Run 1, clock wires, drivers and flops:
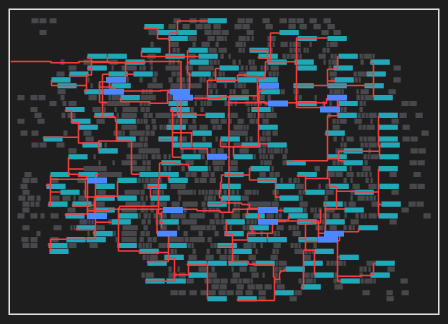
Run 1, metal 3:
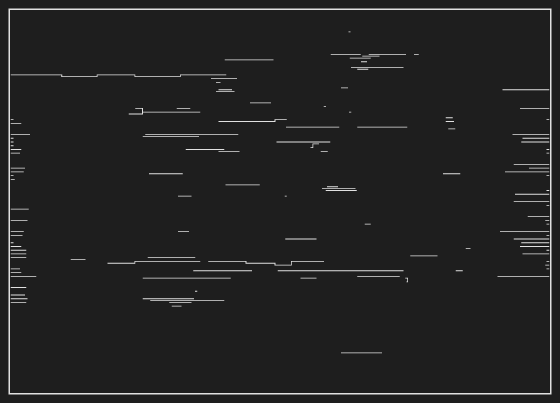
Run 1, sizing map:
Bar = 50 um.
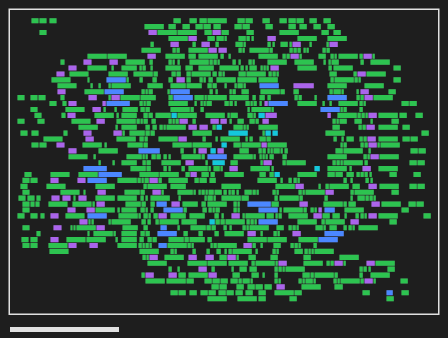
$ cat config.mk
export PLATFORM = sky130hd
export DESIGN_NAME = seq_divider_32bit
export DESIGN_NICKNAME = d
export VERILOG_FILES = /design/src/rtl/div_pkg.sv /design/src/rtl/subtractor_32bit.sv /design/src/rtl/seq_divider_32bit.sv
export SDC_FILE = /design/constraint.sdc
export NUM_CORES = 1
export LEC_CHECK = 0
export ABC_AREA = 0
export ABC_CLOCK_PERIOD_IN_PS = 23600
export CORE_ASPECT_RATIO = 0.7
export CORE_MARGIN = 3
export CORE_UTILIZATION = 35
export CTS_CLUSTER_SIZE = 24
export DETAILED_ROUTE_END_ITERATION = 8
export GPL_ROUTABILITY_DRIVEN = 0
export PLACE_DENSITY = 0.65
export SLEW_MARGIN = 20
export SYNTH_ARGS = -nofsm -noshare
export SYNTH_HDL_FRONTEND = slang
export SYNTH_SLANG_ARGS = --single-unit
export TNS_END_PERCENT = 50
$ cat constraint.sdc
create_clock -name clk -period 23.6 [get_ports clk]
set_input_delay 2.36 -clock clk [delete_from_list [all_inputs] [get_ports clk]]
set_output_delay 2.36 -clock clk [all_outputs]
set_load 0.005 [all_outputs]
$ cat src/rtl/div_pkg.sv
// Shared types and constants for the sequential divide unit.
// Used by seq_divider_32bit; signed mode is enabled with DIVIDER_SIGNED_EN.
package div_pkg;

  localparam int DIV_WIDTH = 32;
  localparam int DIV_CNT_W = 6;

  localparam logic [DIV_WIDTH-1:0] DIV_ZERO_QUOT = 32'hFFFF_FFFF;

  typedef enum logic [1:0] {
    IDLE,
    CALC,
    FIX,
    DONE
  } div_state_t;

endpackage

$ cat src/rtl/subtractor_32bit.sv
// 32-bit ripple-borrow subtractor: diff = a - b mod 2^32.
// borrow_out is set when a < b (unsigned).
module subtractor_32bit (
  input  logic [31:0] a,
  input  logic [31:0] b,
  output logic [31:0] diff,
  output logic        borrow_out
);

  logic bw;

  // Ripple the borrow from bit 0 upward, one full subtractor per bit.
  always_comb begin
    bw   = 1'b0;
    diff = '0;
    for (int i = 0; i < 32; i++) begin
      diff[i] = a[i] ^ b[i] ^ bw;
      bw      = (~a[i] & b[i]) | (~(a[i] ^ b[i]) & bw);
    end
    borrow_out = bw;
  end

endmodule

$ cat src/rtl/seq_divider_32bit.sv
// Restoring divider, one quotient bit per clock via one shared subtractor.
// Define DIVIDER_SIGNED_EN for the signed_op port and the FIX sign-correction state.
module seq_divider_32bit
  import div_pkg::*;
#(
  parameter int WIDTH = DIV_WIDTH,
  parameter int CNT_W = DIV_CNT_W
) (
  input  logic             clk,
  input  logic             rst,
  input  logic             start,
  input  logic [WIDTH-1:0] dividend,
  input  logic [WIDTH-1:0] divisor,
`ifdef DIVIDER_SIGNED_EN
  input  logic             signed_op,
`endif
  output logic             ready,
  output logic             busy,
  output logic             done,
  output logic [WIDTH-1:0] quotient,
  output logic [WIDTH-1:0] remainder,
  output logic             div_by_zero
);

  div_state_t       state;
  logic [CNT_W-1:0] count;
  logic [WIDTH-1:0] rem;
  logic [WIDTH-1:0] quo;
  logic [WIDTH-1:0] dvsr;

  logic [WIDTH-1:0] rem_sh;
  logic             msb_out;
  logic [WIDTH-1:0] sub_a;
  logic [WIDTH-1:0] sub_b;
  logic [WIDTH-1:0] sub_d;
  logic             sub_bw;
  logic             take;
  logic [WIDTH-1:0] rem_nx;
  logic [WIDTH-1:0] quo_nx;
  logic [WIDTH-1:0] dvd_mag;
  logic [WIDTH-1:0] dvs_mag;

`ifdef DIVIDER_SIGNED_EN
  logic             neg_q;
  logic             neg_r;
  logic [WIDTH-1:0] rem_neg;
`endif

  assign rem_sh  = {rem[WIDTH-2:0], quo[WIDTH-1]};
  assign msb_out = rem[WIDTH-1];

`ifdef DIVIDER_SIGNED_EN
  // FIX borrows the subtractor to negate the quotient (0 - quo).
  assign sub_a   = (state == FIX) ? '0  : rem_sh;
  assign sub_b   = (state == FIX) ? quo : dvsr;
  assign rem_neg = ~rem + 1'b1;
  assign dvd_mag = (signed_op & dividend[WIDTH-1]) ?
                   (~dividend + 1'b1) : dividend;
  assign dvs_mag = (signed_op & divisor[WIDTH-1]) ?
                   (~divisor + 1'b1) : divisor;
`else
  assign sub_a   = rem_sh;
  assign sub_b   = dvsr;
  assign dvd_mag = dividend;
  assign dvs_mag = divisor;
`endif

  subtractor_32bit u_sub (
    .a         (sub_a),
    .b         (sub_b),
    .diff      (sub_d),
    .borrow_out(sub_bw)
  );

  assign take   = msb_out | ~sub_bw;
  assign rem_nx = take ? sub_d : rem_sh;
  assign quo_nx = {quo[WIDTH-2:0], take};

  // Control FSM with registered handshake and result outputs.
  always_ff @(posedge clk or posedge rst) begin
    if (rst) begin
      state       <= IDLE;
      ready       <= 1'b1;
      busy        <= 1'b0;
      done        <= 1'b0;
      quotient    <= '0;
      remainder   <= '0;
      div_by_zero <= 1'b0;
      count       <= '0;
      rem         <= '0;
      quo         <= '0;
      dvsr        <= '0;
`ifdef DIVIDER_SIGNED_EN
      neg_q       <= 1'b0;
      neg_r       <= 1'b0;
`endif
    end else begin
      unique case (state)
        IDLE, DONE: begin
          done <= 1'b0;
          if (start) begin
            count       <= '0;
            rem         <= '0;
            quo         <= dvd_mag;
            dvsr        <= dvs_mag;
            div_by_zero <= 1'b0;
`ifdef DIVIDER_SIGNED_EN
            neg_q <= signed_op & (dividend[WIDTH-1] ^ divisor[WIDTH-1]);
            neg_r <= signed_op & dividend[WIDTH-1];
`endif
            if (divisor == '0) begin
              state       <= DONE;
              done        <= 1'b1;
              quotient    <= DIV_ZERO_QUOT;
              remainder   <= dividend;
              div_by_zero <= 1'b1;
            end else begin
              state <= CALC;
              ready <= 1'b0;
              busy  <= 1'b1;
            end
          end else if (state == DONE) begin
            state <= IDLE;
          end
        end
        CALC: begin
          rem   <= rem_nx;
          quo   <= quo_nx;
          count <= count + 1'b1;
          if (count == CNT_W'(WIDTH - 1)) begin
`ifdef DIVIDER_SIGNED_EN
            state <= FIX;
`else
            state     <= DONE;
            ready     <= 1'b1;
            busy      <= 1'b0;
            done      <= 1'b1;
            quotient  <= quo_nx;
            remainder <= rem_nx;
`endif
          end
        end
`ifdef DIVIDER_SIGNED_EN
        FIX: begin
          state     <= DONE;
          ready     <= 1'b1;
          busy      <= 1'b0;
          done      <= 1'b1;
          quotient  <= neg_q ? sub_d : quo;
          remainder <= neg_r ? rem_neg : rem;
        end
`endif
        default: begin
          state <= IDLE;
          ready <= 1'b1;
          busy  <= 1'b0;
          done  <= 1'b0;
        end
      endcase
    end
  end

endmodule

==> impl_summary.log, run 1 <==
[flow] collecting metrics
INFO  metric n_all_buffers = around 140
INFO  metric syn-num-nets = ~970
INFO  metric postRouteAntennaNets = 0
INFO  metric synth_cell_types = 44
INFO  metric outcome = finished, final reports clean
INFO  metric synthesis.area = slightly below 9000 sq um
INFO  metric ctsRootBufferMaster = clkbuf_16
INFO  metric tritoncts = done
INFO  metric inv_count = between 70 and 80
INFO  metric maximum_capacitance_violations = 0
INFO  metric detailedRoute.firstPassIterationCount = 5
INFO  metric comb_cell_area = between 4000 and 5000 sq um
INFO  metric area_growth_syn_to_layout = 24.8%
INFO  metric timing.hold.worst_endpoint = dvsr[29]
INFO  metric power.combinational.fraction = 45.1%
INFO  metric taps = ~330
INFO  metric cts.reportedPaths.clkPinSlew = about 0.070 ns
INFO  metric die_x_size = between 150 and 200 um
INFO  metric num_antenna_cells = 0
INFO  metric placed_wire_length_estimate_after_detailed_placement = around 17000 um
INFO  metric sh_comb_area = between 30 and 40%
-- 'clock wires, drivers and flops' (at the start) --
- red: clock wires (length 2350 um)
- blue: clock-net drivers (count 17)
- cyan: flip-flops (count 172)
- flops lie: all over the die
- routed clock nets: 18

-- 'metal 3' (at the start) --
- share of all routed wire: 4.6%
- wire length on this layer: 1110 um
vias: 6758
GRT met3 Usage: 3.58%
Total Wirelength: 23900 um

-- 'sizing map' (at the start) --
- blue: x6 and larger (cells 27)
- purple: x2 (cells 105)
- cyan: x3 and x4 (cells 12)
- green: x1 and smaller (cells 830)

## run 1: worst max-delay path: cells and delay by family (launching register included)
kind,cells,cell delay (ns)
buffers and inverters,3,0.18
multiplexers,1,0.19
AND-OR/OR-AND,2,0.23
AND/OR/NAND/NOR,2,1.06
adder cells (fa/ha/maj),32,11.97
flip-flops,1,0.40
## run 1: power by group through the flow
stage          registers [mW]  clock network, mW  logic (mW)
5_1_grt                 0.544              0.322       0.754
3_3_place_gp            0.526                  0       0.655
3_5_place_dp            0.530                  0       0.675
4_1_cts                 0.525              0.308       0.678
6_report                0.525              0.303       0.681
2_1_floorplan           0.502                  0       0.452
## run 1: worst max path at each step
| stage | from | endpoint | slack, ns | cells after the start |
|---|---|---|---|---|
| floorplan | quo[31] | remainder[1] | 10.53 | 41 |
| global placement | quo[31] | remainder[4] | 9.84 | 40 |
| detailed placement | quo[31] | remainder[9] | 9.67 | 40 |
| CTS | quo[31] | remainder[8] | 9.48 | 40 |
| global route | quo[31] | remainder[27] | 8.86 | 40 |
| finish | quo[31] | remainder[8] | 9.47 | 40 |
## run 1: layer usage
| layer | up-vias | routed length, um | GRT usage, % |
|---|---|---|---|
| met5 | - | 0 | 0 |
| met4 | 0 | 140 | 2.66 |
| met3 | 12 | 1110 | 3.58 |
| met2 | 183 | 10100 | 25.1 |
| met1 | 3349 | 12600 | 28.6 |
| li1 | 3214 | - | - |
## run 1: flip-flops by register name, summed over array words and instances, names as in the netlist
signal,flops
ready,1
done,1
count,6
div_by_zero,1
quo,32
quotient,32
rem,32
remainder,32
dvsr,32
state,2
busy,1
Run 1, placement view:
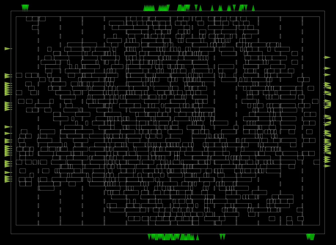

==> run 1 -> run 2 <==
- ABC_CLOCK_PERIOD_IN_PS: 23600 -> 13800
- clock period: 23.6 -> 13.8 ns (I/O delays scaled with it)
Run 2, placement view:
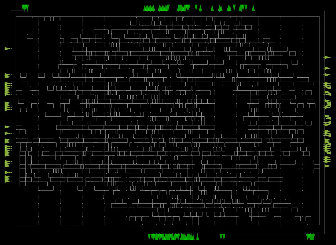
area of the core region: 24900 sq um
Layout fillers: 2324
site row count: 48
Post-Route Utilization: 45.8%

==> impl_summary.log, run 2 <==
[flow] collecting metrics
INFO  metric outcome = finished, final reports clean
INFO  metric residual_drc_count = 0
INFO  metric area_growth_syn_to_layout = 27.8%
INFO  metric critical_path.endpoint = remainder[12]
INFO  metric floorplan.io_pins = 135
INFO  metric placed_wire_length_estimate_after_detailed_placement = 16700 um (about the same)
INFO  metric logic_family = AND-OR/OR-AND gates
INFO  metric synth_cell_types = 44 (unchanged)
INFO  metric die_x_size = 197 um (unchanged)
INFO  metric postRouteAntennaNets = 0 (unchanged)
INFO  metric ctsRootBufferMaster = clkbuf_16
INFO  metric pin_count_of_the_biggest_net_entering_global_routing = 105
INFO  metric synthesis.area = 8920 sq um (unchanged)
INFO  metric synth_seq_share = between 40% and 50%
INFO  metric critical_path.startpoint_type = register
INFO  metric fp_util = about 36%
INFO  metric post_drt_wl_per_cell = between 15 and 20 um
INFO  metric maximum_capacitance_violations = 0 (unchanged)
INFO  metric lay_top_count = dfrtp_1
INFO  metric synth_largest_type_area_fraction = 48.0%
INFO  metric syn-num-nets = 967 (unchanged)
INFO  metric top_area_cell = dfrtp_1
INFO  metric ir_drop = around 140 uV
INFO  metric synthAoiAreaFrac = between 10% and 20%
INFO  metric fin_total_pwr = 2.66 mW
INFO  metric num_antenna_cells = 0 (unchanged)
INFO  metric detailedRoute.firstPassIterationCount = 4 (-1)
INFO  metric cts.reportedPaths.clkPinSlew = 0.07 ns (about the same)
INFO  metric tritoncts = done
INFO  metric post-route-period-util = a little over nine tenths
INFO  metric layout_top_cells_excl_fill_tap = 171 x dfrtp_1, 134 x clkdlybuf4s50_1, 128 x o21ai_0, 79 x nand2_1, 73 x inv_1
INFO  metric critPathLaunch = quo[31]
Run 2, metal 3:
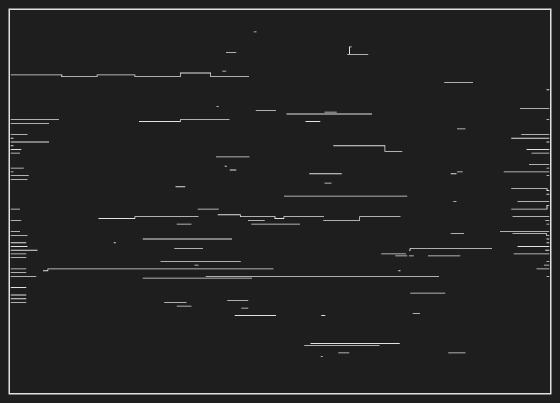
Total Wirelength: 24500 um
vias: 6815
GRT met3 Usage: 4.04%

run 2: cell counts after synthesis:
Identical to the previous run, type by type.
run 2: worst min-delay path by stage:
stage,start,end,slack (ns),cells past startpoint
detailed placement,dvsr[24],dvsr[24],0.50,1
global route,dvsr[24],dvsr[24],0.52,1
CTS,dvsr[24],dvsr[24],0.51,1
floorplan,div_by_zero,div_by_zero,0.47,2
global placement,remainder[28],remainder[28],0.49,1
finish,dvsr[26],dvsr[26],0.51,1
run 2: power breakdown:
part	total [mW]	leakage [nW]	switching (mW)	internal [mW]
Sequential	0.902	2.17	0.179	0.723
Combinational	1.26	2.46	0.651	0.611
Clock	0.497	0.289	0.204	0.292
run 2: stage by stage:
stage	hold slack (ns)	util, %	area [sq um]
4_1_cts	0.511	44.7	11100
3_3_place_gp	0.487	42.2	10500
2_1_floorplan	0.471	-	8920
3_5_place_dp	0.496	42.2	10500
6_report	0.510	45.8	11400
5_1_grt	0.521	45.8	11400
run 2: cell type report:
| type | count | area [sq um] |
|---|---|---|
| repair buffers | 151 | 1510 |
| clock buffers | 24 | 502 |
| well taps | 325 | 407 |
| multi-input cells | 552 | 4290 |
| flip-flops and latches | 172 | 4310 |
| clock inverters | 8 | 105 |
| fillers | 2324 | 13500 |
| inverters | 74 | 283 |
run 2: worst max-delay path: cells and delay by family (launching register included):
| kind | cells | cell delay (ns) |
|---|---|---|
| adders and majority gates | 32 | 11.74 |
| buffers and inverters | 4 | 0.42 |
| DFF | 1 | 0.41 |
| AOI/OAI and AO/OA | 2 | 0.34 |
| muxes | 1 | 0.31 |
| and+or+nand+nor | 1 | 0.09 |
run 2: layer usage:
layer,vias up,routed length [um],GRT usage [%]
li1,3235,-,-
met3,22,1270,4.04
met4,0,285,3.45
met1,3398,12500,28.0
met2,160,10500,24.9
met5,-,0,0
Run 2, clock wires, drivers and flops:
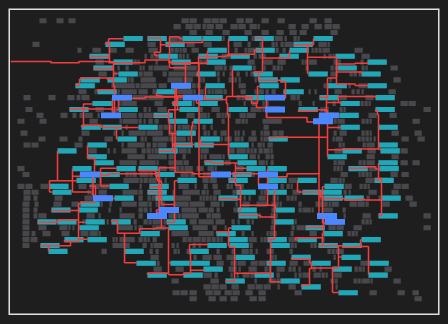

==> run 2 -> run 3 <==
- DONT_BUFFER_PORTS: unset -> 1
- HOLD_SLACK_MARGIN: unset -> 0.06
- PLACE_DENSITY: 0.65 -> 0.48
Run 3, clock wires, drivers and flops:
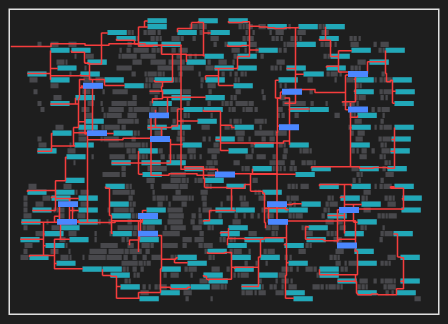
- blue: clock-net drivers (count 17)
- cyan: flip-flops (count 172)
- red: clock wires (length 2580 um)
- flops lie: all over the die

==> impl_summary.log, run 3 <==
[flow] collecting metrics
INFO  metric ctsRootBufferMaster = clkbuf_16
INFO  metric post-route-period-util = 96.7% (-0.79 points)
INFO  metric critical_path.startpoint_type = register
INFO  metric utilization = 40.3% (-5.5 points)
INFO  metric totalWireLength = 24500 um (about the same)
INFO  metric pin_count_of_the_biggest_net_entering_global_routing = 102 (-2.9%)
INFO  metric top_area_cell = dfrtp_1
INFO  metric hold_path.startpoint = dvsr[10]
INFO  metric tritoncts = done
INFO  metric routed-via-count = 6149 (-9.8%)
INFO  metric ir_drop = 112 uV (-21%)
INFO  metric placed_wire_length_estimate_after_detailed_placement = 16800 um (+0.66%)
INFO  metric critPathLaunch = quo[31]
INFO  metric floorplan.io_pins = 135 (unchanged)
INFO  metric die_x_size = 197 um (unchanged)
INFO  metric fin_total_pwr = 2.47 mW (-7.3%)
INFO  metric maximum_capacitance_violations = 0 (unchanged)
INFO  metric coreArea = 24900 sq um (unchanged)
INFO  metric num_antenna_cells = 0 (unchanged)
INFO  metric synth_seq_share = 48.3% (unchanged)
INFO  metric residual_drc_count = 0 (unchanged)
INFO  metric layout_top_cells_excl_fill_tap = 171 x dfrtp_1, 130 x o21ai_0, 78 x nand2_1, 73 x inv_1, 64 x mux2_2
INFO  metric postRouteAntennaNets = 0 (unchanged)
INFO  metric outcome = finished, final reports clean
INFO  metric critical_path.endpoint = remainder[0]
INFO  metric synthesis.area = 8920 sq um (unchanged)
INFO  metric synth_cell_types = 44 (unchanged)
INFO  metric area_growth_syn_to_layout = 12.4%
Run 3, metal 3:
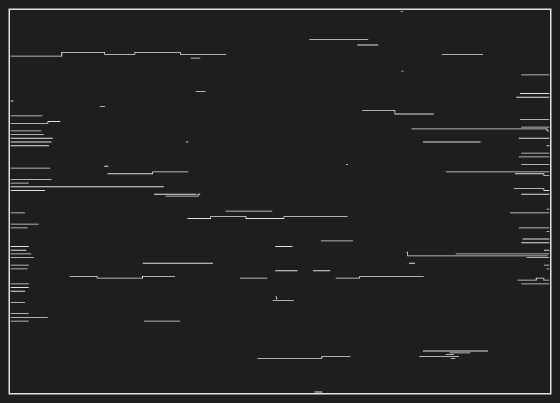
- share of all routed wire: 5.1%
- nets with wire on the layer: 82
- wire length on this layer: 1250 um
- main direction: horizontal

run 3: cells by family after synthesis:
kind of cell | Yosys count
AOI/OAI and AO/OA | 212
xor gates and xnor gates | 3
adders and majority gates | 36
buffers and inverters | 140
DFF | 172
muxes | 97
and+or+nand+nor | 204
run 3: worst min path at each step:
stage / to / slack (ns) / depth (start not counted)
final: dvsr[10] / 0.51 / 1
after global placement: dvsr[22] / 0.49 / 1
after CTS: dvsr[17] / 0.51 / 1
after global routing: dvsr[20] / 0.52 / 1
after detailed placement: dvsr[17] / 0.50 / 1
after floorplan: div_by_zero / 0.47 / 2
run 3: critical path, delay by kind of cell, from the launching register on:
kind | cells | cell delay [ns]
simple gates | 1 | 0.10
fa+ha+maj | 32 | 11.65
mux | 1 | 0.30
flops | 1 | 0.40
buf+inv | 4 | 0.35
compound gates | 2 | 0.40
run 3: layout make-up:
| type | instances | area [sq um] |
|---|---|---|
| clock inverter | 14 | 150 |
| multi-input combinational | 552 | 4280 |
| sequential | 172 | 4310 |
| fill | 2455 | 14800 |
| timing repair buffer | 17 | 169 |
| clock buffer | 18 | 439 |
| tap | 325 | 407 |
| inverter | 74 | 283 |
run 3: power breakdown:
part           internal, mW  switching (mW)  total [mW]
logic                 0.457           0.586        1.04
clock network         0.261           0.231       0.491
registers             0.722           0.209       0.931
total                  1.44            1.03        2.47
run 3: per-layer routing:
metal | up-vias | GRT usage, % | wire length [um]
met2 | 131 | 23.2 | 9830
met5 | - | 0 | 0
li1 | 2957 | - | -
met4 | 0 | 4.09 | 214
met1 | 3047 | 30.0 | 13200
met3 | 14 | 4.26 | 1250
run 3: repair_timing:
action | in CTS | in global routing
hold buffers | 0 | 0
gates resized | 0 | 39
endpoints found under the setup margin | 0 | 65
Power and IR drop assume default switching activity.
